===== src/rtl/dnn_batch_ctrl_pkg.sv =====
// Shared types and constants for the DNN batch controller slice.
package dnn_ctrl_pkg;

  localparam int unsigned NUM_CLASSES = 10;
  localparam int unsigned DATA_WIDTH  = 2;
  localparam int unsigned ADDR_WIDTH  = 16;

  typedef logic signed [DATA_WIDTH-1:0]         score_t;
  typedef logic [NUM_CLASSES*DATA_WIDTH-1:0]    score_vec_t;

  typedef enum logic [3:0] {
    IDLE,
    ERST,
    ESTART,
    RUN,
    LBL,
    SCORE,
    EMIT,
    NEXT,
    FIN
  } ctrl_state_t;

  // Extract class i from the flat engine score bus (class 0 in the LSBs).
  function automatic score_t score_at(input score_vec_t v, input int unsigned i);
    return score_t'(v[i*DATA_WIDTH +: DATA_WIDTH]);
  endfunction

endpackage


===== src/rtl/dnn_batch_ctrl_if.sv =====
// Engine, label-memory and result-stream signals between the controller and its environment.
interface dnn_batch_ctrl_if;
  import dnn_ctrl_pkg::*;

  logic                  dnn_reset;
  logic                  dnn_start;
  logic                  dnn_done;
  score_vec_t            dnn_out;
  logic [ADDR_WIDTH-1:0] dnn_addr;
  logic [ADDR_WIDTH-1:0] mem_addr;
  logic [15:0]           lbl_addr;
  logic [3:0]            lbl_data;
  logic                  res_valid;
  logic                  res_ready;
  logic [15:0]           res_index;
  logic [3:0]            res_digit;
  logic                  res_correct;

  modport master (
    output dnn_reset, dnn_start, mem_addr, lbl_addr,
           res_valid, res_index, res_digit, res_correct,
    input  dnn_done, dnn_out, dnn_addr, lbl_data, res_ready
  );

  modport slave (
    input  dnn_reset, dnn_start, mem_addr, lbl_addr,
           res_valid, res_index, res_digit, res_correct,
    output dnn_done, dnn_out, dnn_addr, lbl_data, res_ready
  );

endinterface


===== src/rtl/dnn_batch_ctrl_argmax.sv =====
// Combinational argmax over the class scores; the lowest index wins a tie.
module dnn_argmax
  import dnn_ctrl_pkg::*;
(
  input  score_t     scores_i [NUM_CLASSES],
  output logic [3:0] idx_o
);

  score_t best;

  // Strictly-greater replacement keeps the earliest maximum on ties.
  always_comb begin
    best  = scores_i[0];
    idx_o = '0;
    for (int unsigned i = 1; i < NUM_CLASSES; i++) begin
      if (scores_i[i] > best) begin
        best  = scores_i[i];
        idx_o = 4'(i);
      end
    end
  end

endmodule


===== src/rtl/dnn_batch_ctrl.sv =====
// Batch scheduler: sequences the inference engine over consecutive images,
// remaps activation reads into the current image window, scores each result
// against its label and streams the outcome.
module dnn_batch_ctrl
  import dnn_ctrl_pkg::*;
#(
  parameter logic [ADDR_WIDTH-1:0] ADDR_BASE_W = 16'h0191,
  parameter logic [ADDR_WIDTH-1:0] ACT_BASE    = 16'h8000,
  parameter logic [ADDR_WIDTH-1:0] IMG_STRIDE  = 16'h0191,
  parameter logic [19:0]           TIMEOUT     = 20'hFFFFF
) (
  input  logic        clk,
  input  logic        rst,
  input  logic        cmd_start,
  input  logic        cmd_abort,
  input  logic [15:0] num_images,
  output logic        busy,
  output logic        batch_done,
  output logic        timeout_err,
  output logic [15:0] correct_cnt,
  dnn_batch_ctrl_if.master bus
);

  ctrl_state_t           state_q, state_d;
  logic [15:0]           num_q, num_d;
  logic [15:0]           idx_q, idx_d;
  logic [ADDR_WIDTH-1:0] base_q, base_d;
  logic [19:0]           timer_q, timer_d;
  score_vec_t            scores_q, scores_d;
  logic [15:0]           lbl_addr_q, lbl_addr_d;
  logic [3:0]            digit_q, digit_d;
  logic                  correct_q, correct_d;
  logic [15:0]           cnt_q, cnt_d;
  logic                  err_q, err_d;

  score_t                scores [NUM_CLASSES];
  logic [3:0]            argmax_idx;

  // Unpack the scores latched on dnn_done for the argmax.
  always_comb begin
    for (int unsigned i = 0; i < NUM_CLASSES; i++) begin
      scores[i] = score_at(scores_q, i);
    end
  end

  dnn_argmax u_argmax (
    .scores_i (scores),
    .idx_o    (argmax_idx)
  );

  // State and datapath registers.
  always_ff @(posedge clk or negedge rst) begin
    if (!rst) begin
      state_q    <= IDLE;
      num_q      <= '0;
      idx_q      <= '0;
      base_q     <= '0;
      timer_q    <= '0;
      scores_q   <= '0;
      lbl_addr_q <= '0;
      digit_q    <= '0;
      correct_q  <= 1'b0;
      cnt_q      <= '0;
      err_q      <= 1'b0;
    end else begin
      state_q    <= state_d;
      num_q      <= num_d;
      idx_q      <= idx_d;
      base_q     <= base_d;
      timer_q    <= timer_d;
      scores_q   <= scores_d;
      lbl_addr_q <= lbl_addr_d;
      digit_q    <= digit_d;
      correct_q  <= correct_d;
      cnt_q      <= cnt_d;
      err_q      <= err_d;
    end
  end

  // Next-state and datapath update for the batch sequence.
  always_comb begin
    state_d    = state_q;
    num_d      = num_q;
    idx_d      = idx_q;
    base_d     = base_q;
    timer_d    = timer_q;
    scores_d   = scores_q;
    lbl_addr_d = lbl_addr_q;
    digit_d    = digit_q;
    correct_d  = correct_q;
    cnt_d      = cnt_q;
    err_d      = err_q;

    // Abort outranks done and timeout. FIN itself always falls back to IDLE so a
    // held abort level cannot trap the FSM in FIN re-emitting batch_done.
    if (cmd_abort && state_q != IDLE && state_q != FIN) begin
      state_d = FIN;
    end else begin
      unique case (state_q)
        IDLE: begin
          if (cmd_start) begin
            cnt_d   = '0;
            err_d   = 1'b0;
            num_d   = num_images;
            idx_d   = '0;
            base_d  = '0;
            state_d = (num_images == 16'd0) ? FIN : ERST;
          end
        end
        ERST:   state_d = ESTART;
        ESTART: begin
          timer_d = '0;
          state_d = RUN;
        end
        RUN: begin
          if (bus.dnn_done) begin
            scores_d   = bus.dnn_out;
            lbl_addr_d = idx_q;
            state_d    = LBL;
          end else begin
            timer_d = timer_q + 20'd1;
            if (timer_q + 20'd1 == TIMEOUT) begin
              err_d   = 1'b1;
              state_d = FIN;
            end
          end
        end
        LBL:    state_d = SCORE;
        SCORE: begin
          digit_d   = argmax_idx;
          correct_d = (argmax_idx == bus.lbl_data);
          if (argmax_idx == bus.lbl_data && cnt_q != '1) begin
            cnt_d = cnt_q + 16'd1;
          end
          state_d = EMIT;
        end
        EMIT: begin
          if (bus.res_ready) state_d = NEXT;
        end
        NEXT: begin
          if (idx_q == num_q - 16'd1) begin
            state_d = FIN;
          end else begin
            idx_d   = idx_q + 16'd1;
            base_d  = base_q + IMG_STRIDE;
            state_d = ERST;
          end
        end
        FIN:     state_d = IDLE;
        default: state_d = IDLE;
      endcase
    end
  end

  assign busy        = (state_q != IDLE);
  assign batch_done  = (state_q == FIN);
  assign timeout_err = err_q;
  assign correct_cnt = cnt_q;

  assign bus.dnn_reset   = (state_q == ERST) || (state_q == FIN);
  assign bus.dnn_start   = (state_q == ESTART);
  assign bus.lbl_addr    = lbl_addr_q;
  assign bus.res_valid   = (state_q == EMIT);
  assign bus.res_index   = idx_q;
  assign bus.res_digit   = digit_q;
  assign bus.res_correct = correct_q;

  // Activation reads land in the current image window; weight space passes through.
  assign bus.mem_addr = (bus.dnn_addr < ADDR_BASE_W) ? (ACT_BASE + base_q + bus.dnn_addr)
                                                     : bus.dnn_addr;

endmodule

===== src/flat_wrapper.sv =====
// flat-port wrapper written by rule: the top's interface ports become plain ports
module dnn_batch_ctrl_flat import dnn_ctrl_pkg::*;
#(
  parameter logic [ADDR_WIDTH-1:0] ADDR_BASE_W = 16'h0191,
  parameter logic [ADDR_WIDTH-1:0] ACT_BASE    = 16'h8000,
  parameter logic [ADDR_WIDTH-1:0] IMG_STRIDE  = 16'h0191,
  parameter logic [19:0]           TIMEOUT     = 20'hFFFFF
)
  (clk, rst, cmd_start, cmd_abort, num_images, busy, batch_done, timeout_err, correct_cnt, bus_dnn_reset, bus_dnn_start, bus_mem_addr, bus_lbl_addr, bus_res_valid, bus_res_index, bus_res_digit, bus_res_correct, bus_dnn_done, bus_dnn_out, bus_dnn_addr, bus_lbl_data, bus_res_ready);
  dnn_batch_ctrl_if bus_i ();
  input  logic clk;
  input  logic rst;
  input  logic cmd_start;
  input  logic cmd_abort;
  input  logic [15:0] num_images;
  output logic busy;
  output logic batch_done;
  output logic timeout_err;
  output logic [15:0] correct_cnt;
  output wire logic [$bits(bus_i.dnn_reset)-1:0] bus_dnn_reset;
  output wire logic [$bits(bus_i.dnn_start)-1:0] bus_dnn_start;
  output wire logic [$bits(bus_i.mem_addr)-1:0] bus_mem_addr;
  output wire logic [$bits(bus_i.lbl_addr)-1:0] bus_lbl_addr;
  output wire logic [$bits(bus_i.res_valid)-1:0] bus_res_valid;
  output wire logic [$bits(bus_i.res_index)-1:0] bus_res_index;
  output wire logic [$bits(bus_i.res_digit)-1:0] bus_res_digit;
  output wire logic [$bits(bus_i.res_correct)-1:0] bus_res_correct;
  input wire logic [$bits(bus_i.dnn_done)-1:0] bus_dnn_done;
  input wire logic [$bits(bus_i.dnn_out)-1:0] bus_dnn_out;
  input wire logic [$bits(bus_i.dnn_addr)-1:0] bus_dnn_addr;
  input wire logic [$bits(bus_i.lbl_data)-1:0] bus_lbl_data;
  input wire logic [$bits(bus_i.res_ready)-1:0] bus_res_ready;
  assign bus_dnn_reset = bus_i.dnn_reset;
  assign bus_dnn_start = bus_i.dnn_start;
  assign bus_mem_addr = bus_i.mem_addr;
  assign bus_lbl_addr = bus_i.lbl_addr;
  assign bus_res_valid = bus_i.res_valid;
  assign bus_res_index = bus_i.res_index;
  assign bus_res_digit = bus_i.res_digit;
  assign bus_res_correct = bus_i.res_correct;
  assign bus_i.dnn_done = bus_dnn_done;
  assign bus_i.dnn_out = bus_dnn_out;
  assign bus_i.dnn_addr = bus_dnn_addr;
  assign bus_i.lbl_data = bus_lbl_data;
  assign bus_i.res_ready = bus_res_ready;
  dnn_batch_ctrl #(.ADDR_BASE_W(ADDR_BASE_W), .ACT_BASE(ACT_BASE), .IMG_STRIDE(IMG_STRIDE), .TIMEOUT(TIMEOUT)) u_core (.clk(clk), .rst(rst), .cmd_start(cmd_start), .cmd_abort(cmd_abort), .num_images(num_images), .busy(busy), .batch_done(batch_done), .timeout_err(timeout_err), .correct_cnt(correct_cnt), .bus(bus_i));
endmodule

===== config.mk =====
export PLATFORM = sky130hd
export DESIGN_NAME = dnn_batch_ctrl_flat
export DESIGN_NICKNAME = d
export VERILOG_FILES = /design/src/rtl/dnn_batch_ctrl_pkg.sv /design/src/rtl/dnn_batch_ctrl_if.sv /design/src/rtl/dnn_batch_ctrl_argmax.sv /design/src/rtl/dnn_batch_ctrl.sv /design/src/flat_wrapper.sv
export SDC_FILE = /design/constraint.sdc
export NUM_CORES = 1
export LEC_CHECK = 0
export CAP_MARGIN = 0
export CORE_UTILIZATION = 55
export DETAILED_ROUTE_END_ITERATION = 7
export MAX_ROUTING_LAYER = met4
export PLACE_DENSITY = 0.89
export SYNTH_ARGS = -nofsm -noshare
export SYNTH_HDL_FRONTEND = slang
export SYNTH_HIERARCHICAL = 1
export SYNTH_SLANG_ARGS = --single-unit
export TNS_END_PERCENT = 10

===== constraint.sdc =====
create_clock -name clk -period 35.4 [get_ports clk]
set_input_delay 7.08 -clock clk [delete_from_list [all_inputs] [get_ports clk]]
set_output_delay 7.08 -clock clk [all_outputs]
set_load 0.03 [all_outputs]

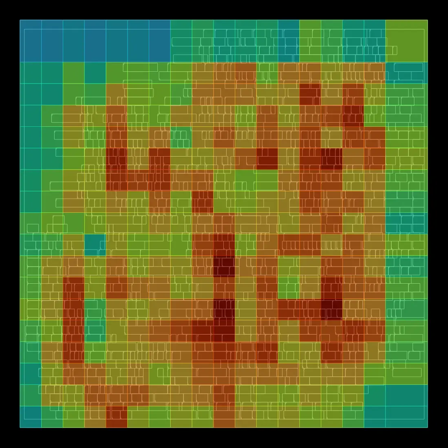
Fig. 1. Routing congestion.
GR met3 Demand/Resource: 0.05619
post-DR wirelength/cell: 16.93 um

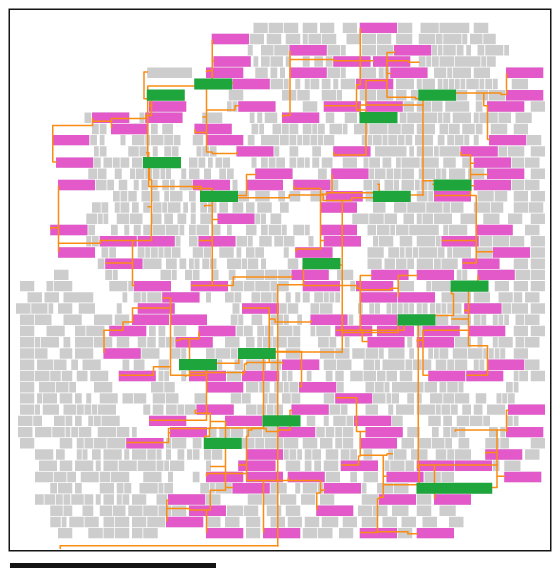
Fig. 2. Clock distribution.
The bar under the picture is 50 um long.
legend:
  orange:
    item: clock wires
    length: 1,730 um
  magenta:
    item: flip-flops
    count: 130
  green:
    item: cells driving clock nets
    count: 17
flops lie: spread over the die
clk latency late pin: 420 ps

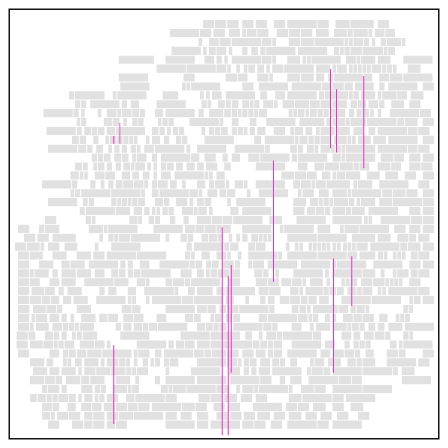
Fig. 3. Signal wires on met4.
wire length on this layer: 333 um
share of all routed wire: 1.5%
main direction: vertical

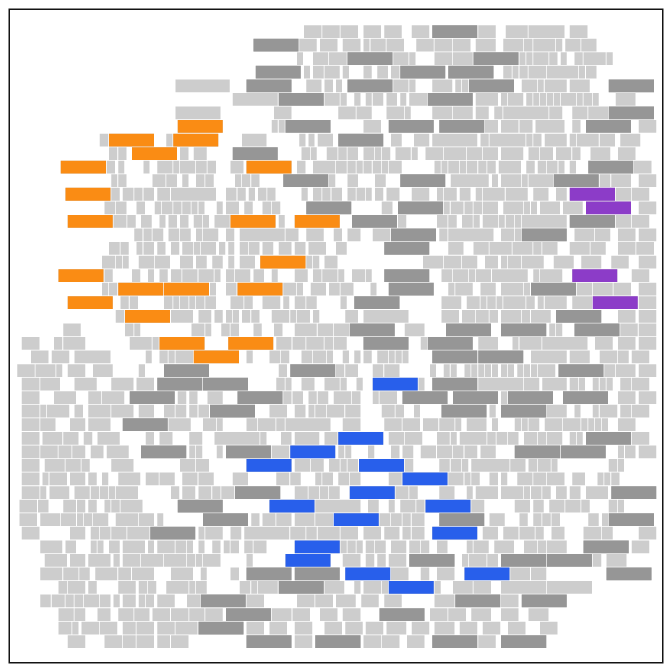
Fig. 4. Sequential cells colored by netlist name.
Other sequential cells in the stronger gray, the rest of the logic in the fainter gray.
legend:
  orange:
    netlist_name: `u_core/timer_q`
    sequential_cells: 20
  purple:
    netlist_name: `u_core/bus.res_digit`
    sequential_cells: 4
  blue:
    netlist_name: `u_core/bus.res_index`
    sequential_cells: 16
    where: bottom middle
Seq. cell area: 0.003253 mm2
post-layout util: 0.6947
sequential cell area share: 0.2916

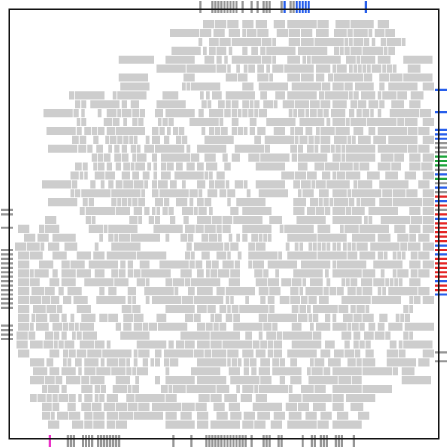
Fig. 5. I/O pins on the die edge.
Pins as bars across the die edge, other pins in gray.
legend:
  magenta:
    port: `clk`
    pins: 1
    direction: input
    edge: bottom
  green:
    port: `bus_lbl_data`
    pins: 4
    direction: input
    edge: right
  red:
    port: `num_images`
    pins: 16
    direction: input
    edge: right
  blue:
    port: `bus_dnn_out`
    pins: 20
    direction: input
    edge: 13 right, 7 top
all pins by edge: 48 bottom, 42 right, 26 top, 21 left
die height: 130.8 um
die width: 130.8 um
port bufs: 136

-- metal layers --
metal	part of all wire	global-route usage	vias up	wire length, um
li1	-	-	3889	-
met1	0.44	0.3521	3974	10030
met2	0.48	0.4575	306	11020
met3	0.063	0.05619	27	1446
met4	0.015	0.09060	0	333
met5	0	-	-	0
-- metrics by stage --
step | area [um2] | util | instances
floorplan | 9125 | - | 1006
CTS | 11150 | 0.6946 | 1348
finish | 11160 | 0.6947 | 1349
global placement | 10610 | 0.6609 | 1317
detailed placement | 10610 | 0.6609 | 1317
global route | 11160 | 0.6947 | 1349
-- kinds of logic (layout without fill, tap and decap cells) --
group / count (synthesis) / after routing / share of synthesized area
compound gates: 223 / 223 / 0.1662
xor+xnor: 55 / 55 / 0.05279
fa+ha+maj: 59 / 59 / 0.08501
buf+inv: 83 / 209 / 0.03579
flops: 130 / 130 / 0.3565
mux: 75 / 75 / 0.08995
other cells: 0 / 1 / 0
simple gates: 381 / 381 / 0.2138
-- state kept, by name, indices dropped and copies added (netlist names) --
signal	cells
u_core/timer_q	20
u_core/timeout_err	1
u_core/state_q	4
u_core/bus.res_digit	4
u_core/scores_q	20
u_core/bus.res_correct	1
u_core/num_q	16
u_core/base_q	16
u_core/bus.res_index	16
u_core/bus.lbl_addr	16
u_core/correct_cnt	16
-- critical path, cell delays in order --
cell,delay (ps)
clkdlybuf4s50_1,460
ha_1,320
ha_1,230
fa_1,430
a211oi_1,330
o21ai_0,170
a31o_2,300
nor2b_1,150
o31ai_1,110
xnor2_1,180
a21o_1,130
clkdlybuf4s50_1,660
-- final timing paths --
| kind | end | slack [ps] | depth (start not counted) |
|---|---|---|---|
| worst max-delay path | bus_mem_addr[15] | 17770 | 12 |
| worst min-delay path | u_core/timer_q[19] | 480 | 1 |
| worst max register to register | u_core/correct_cnt[9] | 18220 | 72 |
| worst min register to register | u_core/timer_q[19] | 480 | 1 |
| max in group asynchronous | u_core/scores_q[9] | 27280 | 2 |
| min in group asynchronous | u_core/base_q[11] | 6700 | 1 |
-- cell usage in the layout (no fill, tap or decap), types with 8 or more instances in the layout --
cell type,n
o31ai_1,25
o311ai_0,9
inv_1,36
or2_2,8
nand4_1,16
nor4_1,18
mux2i_1,21
a21o_1,12
nor2_1,63
o21ai_0,58
ha_1,54
nand2b_1,25
clkdlybuf4s50_1,135
clkbuf_16,17
nand3_1,31
dfrtp_1,130
xnor2_1,30
nand2_1,117
nor3_1,33
a31oi_1,8
xor2_1,25
a21oi_1,41
and3_1,11
and2_1,13
mux2_2,53
-- area by class of cell --
class | count | area [um2] | area share
clock buffer | 25 | 485.5 | 0.04352
timing repair buffer | 142 | 1404 | 0.1258
tap | 216 | 270.3 | 0.02423
inverter | 36 | 135.1 | 0.01211
clock inverter | 6 | 55.05 | 0.004935
antenna | 1 | 2.502 | 0.0002243
sequential | 130 | 3253 | 0.2916
multi-input combinational | 793 | 5550 | 0.4975
==> flow_summary.toml <==
# generated from flow reports
[outcome]
status = "finished clean"

[yosys]
yosysCellCount = 1006
ys_types = 83
synth.most_common_cell = "dfrtp_1"
yosysWarningCount = 6
synthCells = 1006
async_flop_share = 1.000
yosysTopAreaCellShare = 0.3565
dominantRegCellSynth = "dfrtp_1"
synth_area_mm2 = 0.009125
ys_ff = 130
largest_area_cell = "dfrtp_1"
yosys-top-cells-count = "130 x dfrtp_1, 117 x nand2_1, 63 x nor2_1"

[sta]
setup_viol = 0
fmax_mhz = 56.71
fin_tns_setup_ps = 0
fin_skew_ps = 5.907
hold_violations = 0
min_period_over_period = 0.4981
worst_pin_slew_ps = 1107
relSlewSlack = 0.2618
rsz0062_at_grt = "false"

[route]
vias = 8196
drc = 0
firstDrtPassIters = 7
viasPerCell = 6.076
drt_iter0_markers = 638

[worst_setup_path]
crit_path_start = "bus_dnn_addr[1]"
worstPathRequired_ps = 28320
start_kind = "input port"
worstReg2RegStart = "u_core/scores_q[2]"
critical_path_class = "input port to output pin"

[cts]
clockRootBuffer = "clkbuf_16"
clockBufferDepth = 2
h-tree-depth = 4
cts_hold_buffers = 0
cts.sinks = 130

[global_routing]
grt_max_degree = 76
grt_overflow = 0
grtUsageTotal = 0.2815
grt_pass1_vias = 7463
antenna_found_initial = 1

[floorplanning]
core_mm2 = 0.01606
row_count = 46
die_area_mm2 = 0.01711
num_io_pins = 137

[place]
dpl_worst_slack_ps = 17810
dp_hpwl_um = 16190

[flow_run]
max_cap_violations = 0
openroad.warnings = 36
